==> src/rtl/cxl_arb_pkg.sv <==
// Shared definitions for the CXL AXI arbiter: AXI encodings, the index-width helper and the grant FSM states.
// Latency: n/a (types and constants only).
// Backpressure: n/a.
package cxl_arb_pkg;

    localparam logic [1:0] AXI_BURST_INCR  = 2'b01;
    localparam logic [1:0] AXI_RESP_OKAY   = 2'b00;
    localparam logic [1:0] AXI_RESP_SLVERR = 2'b10;

    typedef enum logic {
        ARB_IDLE,
        ARB_GRANT
    } arb_state_e;

    // Width of a requester index. It is never zero, so a single requester still gets one ID bit.
    function automatic int idx_width(input int n);
        return (n > 2) ? $clog2(n) : 1;
    endfunction

endpackage

==> src/rtl/cxl_arb_rr.sv <==
// Round-robin picker with a two-state grant FSM. It is used for both the AW channel and the AR channel.
// Latency: the grant is visible one cycle after a request is sampled in IDLE, and one bubble cycle separates grants.
// Backpressure: the grant holds until out_ready. start_ok=0 blocks only new grants.
// Ports: clock, reset_n (sync, active-low); req_valid/req_ready per requester;
//        start_ok gates IDLE->GRANT; out_valid/out_ready form the downstream handshake; winner is the granted index.
module cxl_arb_rr
    import cxl_arb_pkg::*;
#(
    parameter int NUM_REQ = 2,
    parameter int IDX_W   = 1
) (
    input  logic               clock,
    input  logic               reset_n,
    input  logic [NUM_REQ-1:0] req_valid,
    input  logic               start_ok,
    input  logic               out_ready,
    output logic               out_valid,
    output logic [IDX_W-1:0]   winner,
    output logic [NUM_REQ-1:0] req_ready
);

    arb_state_e       state, state_nxt;
    logic [IDX_W-1:0] rr_ptr, rr_nxt;
    logic [IDX_W-1:0] win_q, win_nxt;
    logic [IDX_W-1:0] pick;
    logic [IDX_W:0]   cand;
    logic             found;

    assign winner = win_q;

    always_ff @(posedge clock) begin
        if (!reset_n) begin
            state  <= ARB_IDLE;
            rr_ptr <= '0;
            win_q  <= '0;
        end else begin
            state  <= state_nxt;
            rr_ptr <= rr_nxt;
            win_q  <= win_nxt;
        end
    end

    always_comb begin
        state_nxt = state;
        rr_nxt    = rr_ptr;
        win_nxt   = win_q;
        out_valid = 1'b0;
        req_ready = '0;
        pick      = rr_ptr;
        cand      = '0;
        found     = 1'b0;

        // Search starts at rr_ptr and wraps modulo NUM_REQ. The first valid requester wins.
        for (int k = 0; k < NUM_REQ; k++) begin
            cand = {1'b0, rr_ptr} + (IDX_W+1)'(k);
            if (cand >= (IDX_W+1)'(NUM_REQ)) begin
                cand = cand - (IDX_W+1)'(NUM_REQ);
            end
            if (!found && req_valid[cand[IDX_W-1:0]]) begin
                found = 1'b1;
                pick  = cand[IDX_W-1:0];
            end
        end

        case (state)
            ARB_IDLE: begin
                if (start_ok && found) begin
                    state_nxt = ARB_GRANT;
                    win_nxt   = pick;
                end
            end
            ARB_GRANT: begin
                out_valid        = 1'b1;
                req_ready[win_q] = out_ready;
                if (out_ready) begin
                    state_nxt = ARB_IDLE;
                    if (int'(win_q) == NUM_REQ - 1) begin
                        rr_nxt = '0;
                    end else begin
                        rr_nxt = win_q + 1'b1;
                    end
                end
            end
            default: state_nxt = ARB_IDLE;
        endcase
    end

endmodule

==> src/rtl/cxl_axi_arbiter.sv <==
// Lets NUM_REQ AXI4 requesters share one CXL memory slave port. AW and AR each have a round-robin arbiter.
// W data follows an in-order grant FIFO. B and R are routed by the requester index carried in the top bits of the ID.
// Latency: 1 cycle request->cxl valid on AW/AR. W, B and R are combinational pass-through.
// Backpressure: AW stalls while the grant FIFO is full. W, B and R ready come straight from the selected peer.
// Ports: clock, reset_n (sync, active-low); req_* are packed per requester (slice i = requester i);
//        cxl_* is the master side toward the CXL IP; cxl_link_up is the link status.
// Optional feature: define CXL_ARB_LINK_GATE_EN to hold off new AW/AR grants while cxl_link_up=0.
module cxl_axi_arbiter
    import cxl_arb_pkg::*;
#(
    parameter int NUM_REQ      = 2,
    parameter int ADDR_WIDTH   = 64,
    parameter int DATA_WIDTH   = 64,
    parameter int REQ_ID_WIDTH = 2,
    parameter int WFIFO_DEPTH  = 4
) (
    input  logic                                        clock,
    input  logic                                        reset_n,
    // requester AW
    input  logic [NUM_REQ-1:0]                          req_aw_valid,
    output logic [NUM_REQ-1:0]                          req_aw_ready,
    input  logic [NUM_REQ*REQ_ID_WIDTH-1:0]             req_aw_id,
    input  logic [NUM_REQ*ADDR_WIDTH-1:0]               req_aw_addr,
    input  logic [NUM_REQ*8-1:0]                        req_aw_len,
    // requester W
    input  logic [NUM_REQ-1:0]                          req_w_valid,
    output logic [NUM_REQ-1:0]                          req_w_ready,
    input  logic [NUM_REQ*DATA_WIDTH-1:0]               req_w_data,
    input  logic [NUM_REQ*(DATA_WIDTH/8)-1:0]           req_w_strb,
    input  logic [NUM_REQ-1:0]                          req_w_last,
    // requester B
    output logic [NUM_REQ-1:0]                          req_b_valid,
    input  logic [NUM_REQ-1:0]                          req_b_ready,
    output logic [REQ_ID_WIDTH-1:0]                     req_b_id,
    output logic [1:0]                                  req_b_resp,
    // requester AR
    input  logic [NUM_REQ-1:0]                          req_ar_valid,
    output logic [NUM_REQ-1:0]                          req_ar_ready,
    input  logic [NUM_REQ*REQ_ID_WIDTH-1:0]             req_ar_id,
    input  logic [NUM_REQ*ADDR_WIDTH-1:0]               req_ar_addr,
    input  logic [NUM_REQ*8-1:0]                        req_ar_len,
    // requester R
    output logic [NUM_REQ-1:0]                          req_r_valid,
    input  logic [NUM_REQ-1:0]                          req_r_ready,
    output logic [REQ_ID_WIDTH-1:0]                     req_r_id,
    output logic [DATA_WIDTH-1:0]                       req_r_data,
    output logic [1:0]                                  req_r_resp,
    output logic                                        req_r_last,
    // CXL AW
    output logic                                        cxl_awvalid,
    input  logic                                        cxl_awready,
    output logic [REQ_ID_WIDTH+idx_width(NUM_REQ)-1:0]  cxl_awid,
    output logic [ADDR_WIDTH-1:0]                       cxl_awaddr,
    output logic [7:0]                                  cxl_awlen,
    output logic [2:0]                                  cxl_awsize,
    output logic [1:0]                                  cxl_awburst,
    output logic [2:0]                                  cxl_awprot,
    output logic [3:0]                                  cxl_awcache,
    output logic [3:0]                                  cxl_awqos,
    output logic [0:0]                                  cxl_awuser,
    // CXL W
    output logic                                        cxl_wvalid,
    input  logic                                        cxl_wready,
    output logic [DATA_WIDTH-1:0]                       cxl_wdata,
    output logic [DATA_WIDTH/8-1:0]                     cxl_wstrb,
    output logic                                        cxl_wlast,
    // CXL B
    input  logic                                        cxl_bvalid,
    output logic                                        cxl_bready,
    input  logic [REQ_ID_WIDTH+idx_width(NUM_REQ)-1:0]  cxl_bid,
    input  logic [1:0]                                  cxl_bresp,
    // CXL AR
    output logic                                        cxl_arvalid,
    input  logic                                        cxl_arready,
    output logic [REQ_ID_WIDTH+idx_width(NUM_REQ)-1:0]  cxl_arid,
    output logic [ADDR_WIDTH-1:0]                       cxl_araddr,
    output logic [7:0]                                  cxl_arlen,
    output logic [2:0]                                  cxl_arsize,
    output logic [1:0]                                  cxl_arburst,
    output logic [2:0]                                  cxl_arprot,
    output logic [3:0]                                  cxl_arcache,
    output logic [3:0]                                  cxl_arqos,
    output logic [0:0]                                  cxl_aruser,
    // CXL R
    input  logic                                        cxl_rvalid,
    output logic                                        cxl_rready,
    input  logic [REQ_ID_WIDTH+idx_width(NUM_REQ)-1:0]  cxl_rid,
    input  logic [DATA_WIDTH-1:0]                       cxl_rdata,
    input  logic [1:0]                                  cxl_rresp,
    input  logic                                        cxl_rlast,
    // link status
    input  logic                                        cxl_link_up
);

    localparam int IDX_W    = idx_width(NUM_REQ);
    localparam int CXL_ID_W = REQ_ID_WIDTH + IDX_W;
    localparam int PTR_W    = (WFIFO_DEPTH > 1) ? $clog2(WFIFO_DEPTH) : 1;
    localparam int STRB_W   = DATA_WIDTH / 8;
    localparam logic [2:0] AXI_SIZE = 3'($clog2(STRB_W));

    // ---------------------------------------------------------------- unpack
    logic [REQ_ID_WIDTH-1:0] aw_id_a   [NUM_REQ];
    logic [ADDR_WIDTH-1:0]   aw_addr_a [NUM_REQ];
    logic [7:0]              aw_len_a  [NUM_REQ];
    logic [REQ_ID_WIDTH-1:0] ar_id_a   [NUM_REQ];
    logic [ADDR_WIDTH-1:0]   ar_addr_a [NUM_REQ];
    logic [7:0]              ar_len_a  [NUM_REQ];
    logic [DATA_WIDTH-1:0]   w_data_a  [NUM_REQ];
    logic [STRB_W-1:0]       w_strb_a  [NUM_REQ];

    for (genvar g = 0; g < NUM_REQ; g++) begin : g_unpack
        assign aw_id_a[g]   = req_aw_id[g*REQ_ID_WIDTH +: REQ_ID_WIDTH];
        assign aw_addr_a[g] = req_aw_addr[g*ADDR_WIDTH +: ADDR_WIDTH];
        assign aw_len_a[g]  = req_aw_len[g*8 +: 8];
        assign ar_id_a[g]   = req_ar_id[g*REQ_ID_WIDTH +: REQ_ID_WIDTH];
        assign ar_addr_a[g] = req_ar_addr[g*ADDR_WIDTH +: ADDR_WIDTH];
        assign ar_len_a[g]  = req_ar_len[g*8 +: 8];
        assign w_data_a[g]  = req_w_data[g*DATA_WIDTH +: DATA_WIDTH];
        assign w_strb_a[g]  = req_w_strb[g*STRB_W +: STRB_W];
    end

    // ---------------------------------------------------------------- link gate
    logic link_ok;
`ifdef CXL_ARB_LINK_GATE_EN
    assign link_ok = cxl_link_up;
`else
    logic unused_link_up;
    assign unused_link_up = cxl_link_up;
    assign link_ok        = 1'b1;
`endif

    // ---------------------------------------------------------------- W grant FIFO
    logic [IDX_W-1:0] wq_mem [WFIFO_DEPTH];
    logic [PTR_W-1:0] wq_wr, wq_rd;
    logic [PTR_W:0]   wq_cnt;
    logic             wq_full, wq_empty, wq_push, wq_pop;
    logic [IDX_W-1:0] aw_win, ar_win, w_head;

    assign wq_full  = (wq_cnt == (PTR_W+1)'(WFIFO_DEPTH));
    assign wq_empty = (wq_cnt == '0);
    assign wq_push  = cxl_awvalid && cxl_awready;
    assign wq_pop   = cxl_wvalid && cxl_wready && cxl_wlast;

    always_ff @(posedge clock) begin
        if (!reset_n) begin
            wq_wr  <= '0;
            wq_rd  <= '0;
            wq_cnt <= '0;
        end else begin
            if (wq_push) begin
                wq_mem[wq_wr] <= aw_win;
                wq_wr         <= wq_wr + 1'b1;
            end
            if (wq_pop) begin
                wq_rd <= wq_rd + 1'b1;
            end
            // A push cannot happen while the FIFO is full because the AW grant is gated on !wq_full.
            case ({wq_push, wq_pop})
                2'b10:   wq_cnt <= wq_cnt + 1'b1;
                2'b01:   wq_cnt <= wq_cnt - 1'b1;
                default: wq_cnt <= wq_cnt;
            endcase
        end
    end

    // ---------------------------------------------------------------- AW / AR arbiters
    cxl_arb_rr #(.NUM_REQ(NUM_REQ), .IDX_W(IDX_W)) u_aw_rr (
        .clock     (clock),
        .reset_n   (reset_n),
        .req_valid (req_aw_valid),
        .start_ok  (!wq_full && link_ok),
        .out_ready (cxl_awready),
        .out_valid (cxl_awvalid),
        .winner    (aw_win),
        .req_ready (req_aw_ready)
    );

    cxl_arb_rr #(.NUM_REQ(NUM_REQ), .IDX_W(IDX_W)) u_ar_rr (
        .clock     (clock),
        .reset_n   (reset_n),
        .req_valid (req_ar_valid),
        .start_ok  (link_ok),
        .out_ready (cxl_arready),
        .out_valid (cxl_arvalid),
        .winner    (ar_win),
        .req_ready (req_ar_ready)
    );

    assign cxl_awid    = {aw_win, aw_id_a[aw_win]};
    assign cxl_awaddr  = aw_addr_a[aw_win];
    assign cxl_awlen   = aw_len_a[aw_win];
    assign cxl_awsize  = AXI_SIZE;
    assign cxl_awburst = AXI_BURST_INCR;
    assign cxl_awprot  = '0;
    assign cxl_awcache = '0;
    assign cxl_awqos   = '0;
    assign cxl_awuser  = '0;

    assign cxl_arid    = {ar_win, ar_id_a[ar_win]};
    assign cxl_araddr  = ar_addr_a[ar_win];
    assign cxl_arlen   = ar_len_a[ar_win];
    assign cxl_arsize  = AXI_SIZE;
    assign cxl_arburst = AXI_BURST_INCR;
    assign cxl_arprot  = '0;
    assign cxl_arcache = '0;
    assign cxl_arqos   = '0;
    assign cxl_aruser  = '0;

    // ---------------------------------------------------------------- W steering
    assign w_head     = wq_mem[wq_rd];
    assign cxl_wvalid = !wq_empty && req_w_valid[w_head];
    assign cxl_wdata  = w_data_a[w_head];
    assign cxl_wstrb  = w_strb_a[w_head];
    assign cxl_wlast  = req_w_last[w_head];

    always_comb begin
        req_w_ready = '0;
        if (!wq_empty) begin
            req_w_ready[w_head] = cxl_wready;
        end
    end

    // ---------------------------------------------------------------- B / R routing
    logic [IDX_W-1:0] b_idx, r_idx;
    assign b_idx = cxl_bid[CXL_ID_W-1 -: IDX_W];
    assign r_idx = cxl_rid[CXL_ID_W-1 -: IDX_W];

    assign req_b_id   = cxl_bid[REQ_ID_WIDTH-1:0];
    assign req_b_resp = cxl_bresp;
    assign req_r_id   = cxl_rid[REQ_ID_WIDTH-1:0];
    assign req_r_data = cxl_rdata;
    assign req_r_resp = cxl_rresp;
    assign req_r_last = cxl_rlast;

    // An index with no requester behind it is accepted and discarded, so the IP never stalls on it.
    always_comb begin
        req_b_valid = '0;
        cxl_bready  = 1'b1;
        if (int'(b_idx) < NUM_REQ) begin
            req_b_valid[b_idx] = cxl_bvalid;
            cxl_bready         = req_b_ready[b_idx];
        end
    end

    always_comb begin
        req_r_valid = '0;
        cxl_rready  = 1'b1;
        if (int'(r_idx) < NUM_REQ) begin
            req_r_valid[r_idx] = cxl_rvalid;
            cxl_rready         = req_r_ready[r_idx];
        end
    end

endmodule

==> config.mk <==
export PLATFORM = sky130hd
export DESIGN_NAME = cxl_axi_arbiter
export DESIGN_NICKNAME = d
export VERILOG_FILES = /design/src/rtl/cxl_arb_pkg.sv /design/src/rtl/cxl_arb_rr.sv /design/src/rtl/cxl_axi_arbiter.sv
export SDC_FILE = /design/constraint.sdc
export NUM_CORES = 1
export LEC_CHECK = 0
export CELL_PAD_IN_SITES_DETAIL_PLACEMENT = 0
export CELL_PAD_IN_SITES_GLOBAL_PLACEMENT = 1
export CORE_AREA = 2 2 345 347
export CTS_BUF_LIST = sky130_fd_sc_hd__clkbuf_8 sky130_fd_sc_hd__clkbuf_16
export DETAILED_ROUTE_END_ITERATION = 7
export DIE_AREA = 0 0 347 349
export HOLD_SLACK_MARGIN = 0.12
export PLACE_DENSITY = 0.44
export RECOVER_POWER = 50
export SLEW_MARGIN = 20
export SYNTH_ARGS = -nofsm -noshare
export SYNTH_HDL_FRONTEND = slang
export SYNTH_SLANG_ARGS = --single-unit
export TNS_END_PERCENT = 10
==> constraint.sdc <==
create_clock -name clock -period 3.7 [get_ports clock]
set_clock_uncertainty 0.15 [all_clocks]
set_input_delay 0.37 -clock clock [delete_from_list [all_inputs] [get_ports clock]]
set_output_delay 0.37 -clock clock [all_outputs]
set_load 0.1 [all_outputs]
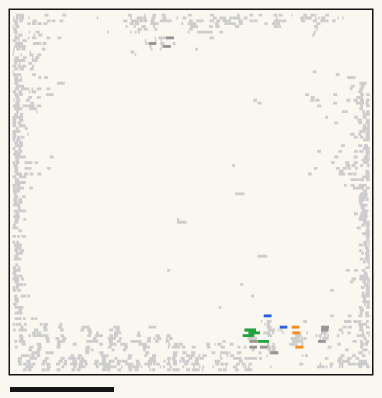
(sequential cells colored by netlist name)
Scale bar: 100 um.
Orange is `wq_cnt`, placed flops 3. Green is `wq_mem`, placed flops 4. Blue is `wq_wr`, placed flops 2.

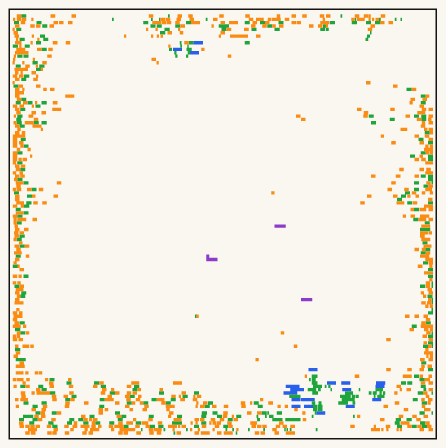
(placed cells, one color a class)
Green is all other logic, cells 335. Orange is other buffers and delay cells, cells 705. Purple is clock drivers and dummy loads, cells 4. Blue is flip-flops, cells 19.
placeable core region: 0.1175 sq mm
total non-filler cell area in the finished layout: 0.01185 sq mm
number of cell rows: 126
share of the final layout cell area in sequential cells: 3.559%
Final Core Density: 10.09%

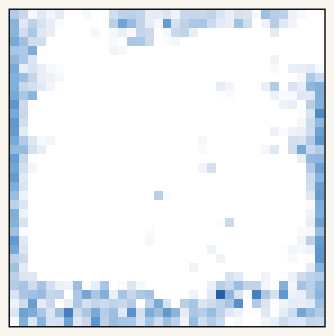
(cell density map)
35 x 35 tiles, from white (low) to dark blue (high), 0 to 100% covered.
The fullest tile reaches 80%. The densest ninth of the die: bottom left. 0.10% of the tiles are over 75% full. 67% of the tiles are nearly empty.

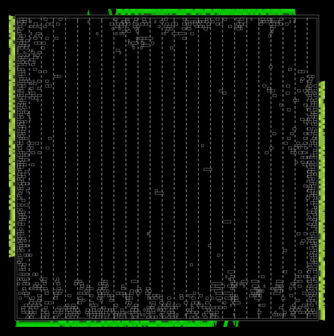
(cell placement)
tapcell count: 1536
count of fill cells added during filler insertion: 13630
seq_cells: 19
count of non-filler cells in the finished layout: 2599

==> COMMIT_EDITMSG <==
Log flow metrics for this revision

- Die H: 349 um
- Clock latency on the worst-skew pair, taken at its later pin, is 0.29 ns.
* Total negative slack for setup checks: 0 ns
- Synthesized area: 0.004415 sq mm
- The synthesized netlist contains 35 unique library cells.
- The via count of the first global-routing pass is 6266.
- Met3 layer usage reported by global route: 4.439%
* Most popular library cell in the synthesized design by count: sky130_fd_sc_hd__mux2_2
- Avg Cell Area, Syn: 9.620 sq um
- Largest area contributor in the synthesized netlist: sky130_fd_sc_hd__mux2_2
* Fin crit share: 90.28%
* Worst setup slack after layout: 0.3595 ns
- The checks that failed: max-capacitance violations, max-slew violations.
* Via count: 5942
- Placer congestion estimate: 0.7872
- CTS tree: yes
* Area of the multi-input gates: 0.003112 sq mm
- Global routing consumed, on the met1 layer, 8.345% of the routing resources.
- Clock-pin slew on the worst setup and hold paths: 0.07 ns
- Initial core utilization: 3.759%
- Setup WS pre-CTS: 0.5556 ns
- The die is 347 um wide.
- In the synthesized netlist, the number of instances is 459.
* First-pass DRT Iterations: 4
- Max-slew violations: 1
- GR Util met2: 13.92%
- RSZ-0062 raised after global routing: false
- For this design, Yosys synthesis ends with a cell count of 459.
- The flow ran to the end, but the final reports show violations.
- Max-capacitance violation count: 1
* Critical path capture point type: primary output
- Compared with the post-synthesis result, the final layout area differs by 168.3%.
* Number of buffers created by CTS: 3
==> where the power goes <==
part	switching (W)	internal (W)	leakage, nW
Combinational	0.00207	0.000837	3.99
Sequential	0.0000296	0.000221	0.160
Clock	0.000136	0.000149	0.0414
Total	0.00224	0.00121	4.19
==> stage by stage <==
stage,cell area [sq um],total power [W]
after floorplan,4536,0.002646
after global placement,12000,0.003241
after detailed placement,12000,0.003243
after CTS,12080,0.003571
after global routing,11850,0.003575
final,11850,0.003444
==> final timing paths <==
check	from	endpoint	slack [ns]	cells past startpoint
min reg2reg	u_aw_rr.rr_ptr	u_aw_rr.rr_ptr	0.34	2
max reg2reg	wq_mem[3]	wq_cnt[2]	0.48	9
max	register	cxl_wdata[12]	0.36	5
min	u_aw_rr.rr_ptr	u_aw_rr.rr_ptr	0.34	2
==> final cells by class <==
class / instances / area share (%)
well taps: 1536 / 16.22
clock buffers: 3 / 0.6336
inverters: 9 / 0.2851
flip-flops and latches: 19 / 3.559
multi-input cells: 326 / 26.26
clock inverters: 1 / 0.05280
repair buffers: 705 / 52.98
==> per-layer routing <==
layer / vias up / wire length [um]
li1: 2678 / -
met1: 2682 / 18530
met2: 523 / 25100
met3: 57 / 6455
met4: 2 / 606
met5: - / 100
==> critical path: stages (launching register included) <==
cell and delay, ns:
sky130_fd_sc_hd__dfxtp_1 0.32, sky130_fd_sc_hd__mux4_4 0.40, sky130_fd_sc_hd__buf_4 0.52, sky130_fd_sc_hd__buf_4 0.53
sky130_fd_sc_hd__mux2_2 0.41, sky130_fd_sc_hd__buf_4 0.24
No activity file was given, so power comes from the tool's default toggle rates.
